$ cat config.mk
export PLATFORM = sky130hd
export DESIGN_NAME = im_loader
export DESIGN_NICKNAME = d
export VERILOG_FILES = /design/src/rtl/im_loader_pkg.sv /design/src/rtl/im_loader.sv
export SDC_FILE = /design/constraint.sdc
export NUM_CORES = 1
export LEC_CHECK = 0
export ABC_AREA = 1
export CAP_MARGIN = 20
export CORE_MARGIN = 3
export CORE_UTILIZATION = 50
export CTS_CLUSTER_DIAMETER = 60
export DETAILED_ROUTE_END_ITERATION = 7
export GPL_ROUTABILITY_DRIVEN = 0
export GPL_TIMING_DRIVEN = 0
export PLACE_DENSITY = 0.73
export SYNTH_ARGS = -nofsm -noshare
export SYNTH_HDL_FRONTEND = slang
export SYNTH_SLANG_ARGS = --single-unit
export TNS_END_PERCENT = 5
$ cat constraint.sdc
create_clock -name clk -period 1.7 [get_ports clk]
set_clock_uncertainty 0.05 [all_clocks]
set_input_delay 0.255 -clock clk [delete_from_list [all_inputs] [get_ports clk]]
set_output_delay 0.255 -clock clk [all_outputs]
set_load 0.02 [all_outputs]
$ cat src/rtl/im_loader_pkg.sv
// im_loader_pkg: state encoding, byte-lane and header/checksum widths shared by the boot loader
package im_loader_pkg;
  typedef enum logic [2:0] {IDLE, HDR, DATA, CSUM, DONE, ERR} state_t;
  localparam int BYTES_PER_WORD = 4;
  localparam int HDR_W = 8;
  localparam int CSUM_W = 8;
  function automatic int bytes_per_word(input int wl);
    return wl / 8;
  endfunction
endpackage

$ cat src/rtl/im_loader.sv
// im_loader: streams a byte image into instruction memory and holds the core in reset until it is complete (LOADER_CHECKSUM_EN adds a trailing checksum byte)
module im_loader
  import im_loader_pkg::*;
#(
  parameter int WL = 8 * BYTES_PER_WORD,
  parameter int DEPTH = 13,
  parameter int AW = $clog2(DEPTH)
) (
  input  logic          clk,
  input  logic          rst_n,
  input  logic          start,
  input  logic          in_valid,
  input  logic [7:0]    in_data,
  output logic          in_ready,
  output logic [AW-1:0] IMWA,
  output logic [WL-1:0] IMWD,
  output logic          IMWE,
  output logic          busy,
  output logic          done,
  output logic          err,
  output logic          cpu_rst_n
);
  localparam int BPW = bytes_per_word(WL);
  localparam int BCW = BPW > 1 ? $clog2(BPW) : 1;
  state_t state_q, state_d;
  logic [HDR_W-1:0] n_q, n_d;
  logic [CSUM_W-1:0] csum_q, csum_d;
  logic [AW-1:0] wcnt_q, wcnt_d, imwa_q, imwa_d;
  logic [BCW-1:0] bcnt_q, bcnt_d;
  logic [WL-1:0] word_q, word_d, imwd_q, imwd_d;
  logic imwe_q, imwe_d, done_q, done_d, err_q, err_d, crst_q, crst_d;
  logic xfer, last_byte, last_word;
  assign in_ready = (state_q == HDR) || (state_q == DATA) || (state_q == CSUM);
  assign busy = state_q != IDLE;
  assign xfer = in_valid && in_ready;
  assign last_byte = bcnt_q == BCW'(BPW - 1);
  assign last_word = HDR_W'(wcnt_q) == n_q - 1'b1;
  assign IMWA = imwa_q;
  assign IMWD = imwd_q;
  assign IMWE = imwe_q;
  assign done = done_q;
  assign err = err_q;
  assign cpu_rst_n = crst_q;
  // Next state, byte assembly, checksum accumulation and write-port staging
  always_comb begin
    state_d = state_q;
    n_d = n_q;
    csum_d = csum_q;
    wcnt_d = wcnt_q;
    imwa_d = imwa_q;
    bcnt_d = bcnt_q;
    word_d = word_q;
    imwd_d = imwd_q;
    imwe_d = 1'b0;
    done_d = done_q;
    err_d = err_q;
    crst_d = crst_q;
    case (state_q)
      IDLE: if (start) begin
        state_d = HDR;
        done_d = 1'b0;
        err_d = 1'b0;
        crst_d = 1'b0;
        wcnt_d = '0;
        imwa_d = '0;
        bcnt_d = '0;
        csum_d = '0;
      end
      HDR: if (xfer) begin
        csum_d = in_data;
        n_d = in_data;
        state_d = (in_data == 8'd0 || in_data > 8'(DEPTH)) ? ERR : DATA;
      end
      DATA: if (xfer) begin
        csum_d = csum_q + in_data;
        word_d[8*bcnt_q +: 8] = in_data;
        bcnt_d = last_byte ? '0 : bcnt_q + 1'b1;
        if (last_byte) begin
          imwe_d = 1'b1;
          imwa_d = wcnt_q;
          imwd_d = word_d;
          wcnt_d = wcnt_q + 1'b1;
`ifdef LOADER_CHECKSUM_EN
          if (last_word) state_d = CSUM;
`else
          if (last_word) state_d = DONE;
`endif
        end
      end
`ifdef LOADER_CHECKSUM_EN
      CSUM: if (xfer) state_d = (CSUM_W'(csum_q + in_data) == '0) ? DONE : ERR;
`endif
      DONE: begin
        done_d = 1'b1;
        crst_d = 1'b1;
        state_d = IDLE;
      end
      ERR: begin
        err_d = 1'b1;
        state_d = IDLE;
      end
      default: state_d = IDLE;
    endcase
  end
  // State and datapath registers; reset mid-load drops straight back to idle
  always_ff @(posedge clk or negedge rst_n) begin
    if (!rst_n) begin
      state_q <= IDLE;
      n_q <= '0;
      csum_q <= '0;
      wcnt_q <= '0;
      imwa_q <= '0;
      bcnt_q <= '0;
      word_q <= '0;
      imwd_q <= '0;
      imwe_q <= 1'b0;
      done_q <= 1'b0;
      err_q <= 1'b0;
      crst_q <= 1'b0;
    end else begin
      state_q <= state_d;
      n_q <= n_d;
      csum_q <= csum_d;
      wcnt_q <= wcnt_d;
      imwa_q <= imwa_d;
      bcnt_q <= bcnt_d;
      word_q <= word_d;
      imwd_q <= imwd_d;
      imwe_q <= imwe_d;
      done_q <= done_d;
      err_q <= err_d;
      crst_q <= crst_d;
    end
  end
endmodule

Fig. 1: selected gate families
(4 px per um)
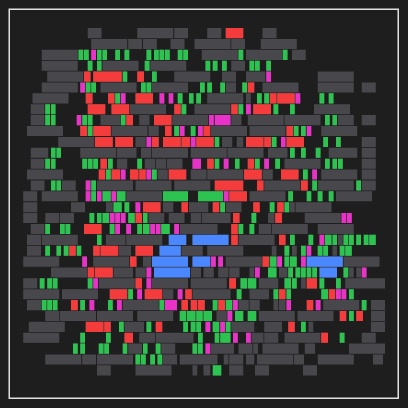
| color | family | cells |
|---|---|---|
| green | nand cells | 209 |
| red | aoi and oai cells | 87 |
| blue | fa/ha/maj cells | 8 |
| magenta | inv cells | 67 |
top logic cell by instance count in the layout: nand2_1
multi-input gate share of the layout cell area: 0.340
number of cells in the finished layout apart from fillers: 688

Fig. 2: routing congestion map
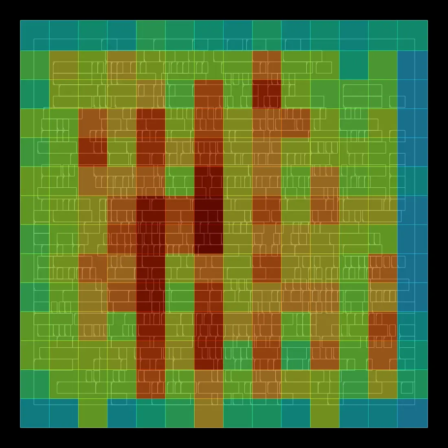
total global-route track usage: 0.220
met1 usage in global routing: 0.297

==> metrics.yaml <==
outcome:
  run_status: "finished, violations left"
  failed_checks: "setup timing"
finish:
  area_share_nonclk_buffers: 0.150
  final_util: 0.693
  layout.cells.largest_class: "registers"
  combinational_cell_area_excluding_buffers_and_inverters_um2: 1860
  final_area_um2: 5460
  final_layout_size_suffix_gt1_frac: 0.189
  seqAreaFraction: 0.404
  nets: 601
  area_growth_pct: 32.2
  most-common-layout-cells: "nand2_1 (180), dfrtp_1 (84), inv_1 (58)"
  num-fill-cells: 629
  nNonClkInverters: 67
  layout.sequential_cells: 88
clock_network:
  cts.clk_slew.worst_paths_ns: 0.09
  tritoncts: "yes"
  cts_setup_buffers: 3
  clock_insertion_delay_worst_skew_ns: 0.36
  htree_num_levels: 3
  clock_tree.buffer_depth: 2
  postCtsHoldBufs: 1
  tritoncts.num_buffers: 9
worst_setup_path:
  cp_num_cells: 8
  critical_path.cell_chain: "buf_8 -> inv_6 -> ha_4 -> nand4_1 -> buf_6 -> o22ai_2 -> nand2_1 -> o21ai_0"
  timing.critical_path.required_ns: 1.93
  crit_path_max_fanout: 7
  reg2reg_from: "bcnt_q[0]"
  crit_end: "word_q[18]"
  path_buffers: 3
  critPathSlowestCell: "dfrtp_1"
  family_of_cells_with_the_greatest_summed_delay_on_the_critical_path: "flip-flops"
  ff2ff_setup_slack_ns: -0.009
  startpoint_type_of_the_worst_setup_path: "register"
  r2r-end: "word_q[18]"
  critical_path.startpoint: "bcnt_q[0]"
  worstSetupEndpointType: "register"
  r2r.worst_path.cells: 8
  crit_path_max_incr_delay_ns: 0.44
yosys:
  synthTopCellsByCount: "nand2_1 (185), dfrtp_1 (88), inv_1 (62)"
  synth_chip_area_um2: 4130
  syn_inst: 505
  ys_ff: 88
  synth.cell_area_um2: 4130
  edf_count: 0
  synthDominantAreaCellType: "dfrtp_1"
  most_common_cell: "nand2_1"
  netlist_top_cells_area: "dfrtp_1 (53%), nand2_1 (17%), inv_1 (5.6%)"
  topCombFamilyByArea: "simple AND/OR/NAND/NOR gates"
  post_synth_mux_area_share: 0
  synth_simple_gate_area_share: 0.230
  post_synth_num_cell_types: 27
  netlist.area_leader.share: 0.533
  ys_cells: 505
  synth-main-ff-cell: "dfrtp_1"
  ys.warnings.count: 0
  compound_area_frac: 0.120
sta:
  finalSetupTns_ns: -0.0224
  report.final.setup_viol: 3
  finalWorstSetupSlack_ns: -0.00921
  finalCritPeriodShare: 1.01
  fin_hold_ws_ns: 0.333
  worst_slew_pin_slew_ns: 0.462
  max_freq_ghz: 0.585
  finalHoldViolations: 0
  report.final.slew_viol_count: 0
  post-route-min-period_ns: 1.71
  grt_setup_unrepaired: "true"
power:
  dominant_power_group: "sequential cells"
  clockPowerShare: 0.199
  pwr.group.clock_mw: 1.36
  power.switching_mw: 2.55
  power_density_nw_per_um2: 1250
  power.leakage_nw: 2.61
  power.total_mw: 6.82
  cell_internal_pwr_mw: 4.27
  ir_drop_v: 0.000594
grt:
  via_count_of_the_first_global_routing_pass: 3528
  groute.layer.met3.usage: 0.0368
  globalRoute.totalOverflow: 0
  grt_start_max_net_pins: 56
  wire_length_of_the_first_global_routing_pass_um: 16700
place:
  preCtsSetupSlack_ns: -0.455
  dpl.hpwl_um: 6990
  place_area_um2: 4820
  placement.io_buffers: 53
  place_inst: 661
route:
  post-route-drc-count: 0
  top_layer_used: "met4"
  final_antenna_net_count: 0
  postRouteWirelength_um: 10600
  drt_iter0_markers: 289
  route.met2.wl_um: 5030
  wl_met3_um: 530
  detailed_route_via_count: 3713
  drt_first_pass_iters: 4
min_path:
  holdCritPathClass: "primary input to asynchronous set/reset pin"
floorplan:
  die-height_um: 96.9
  num_io_pins: 54
  placeableCoreArea_um2: 7890
  die_area_um2: 9390
  die_x_um: 96.9
run:
  tool_warnings: 34
Power is estimated from default activity; no workload was simulated.
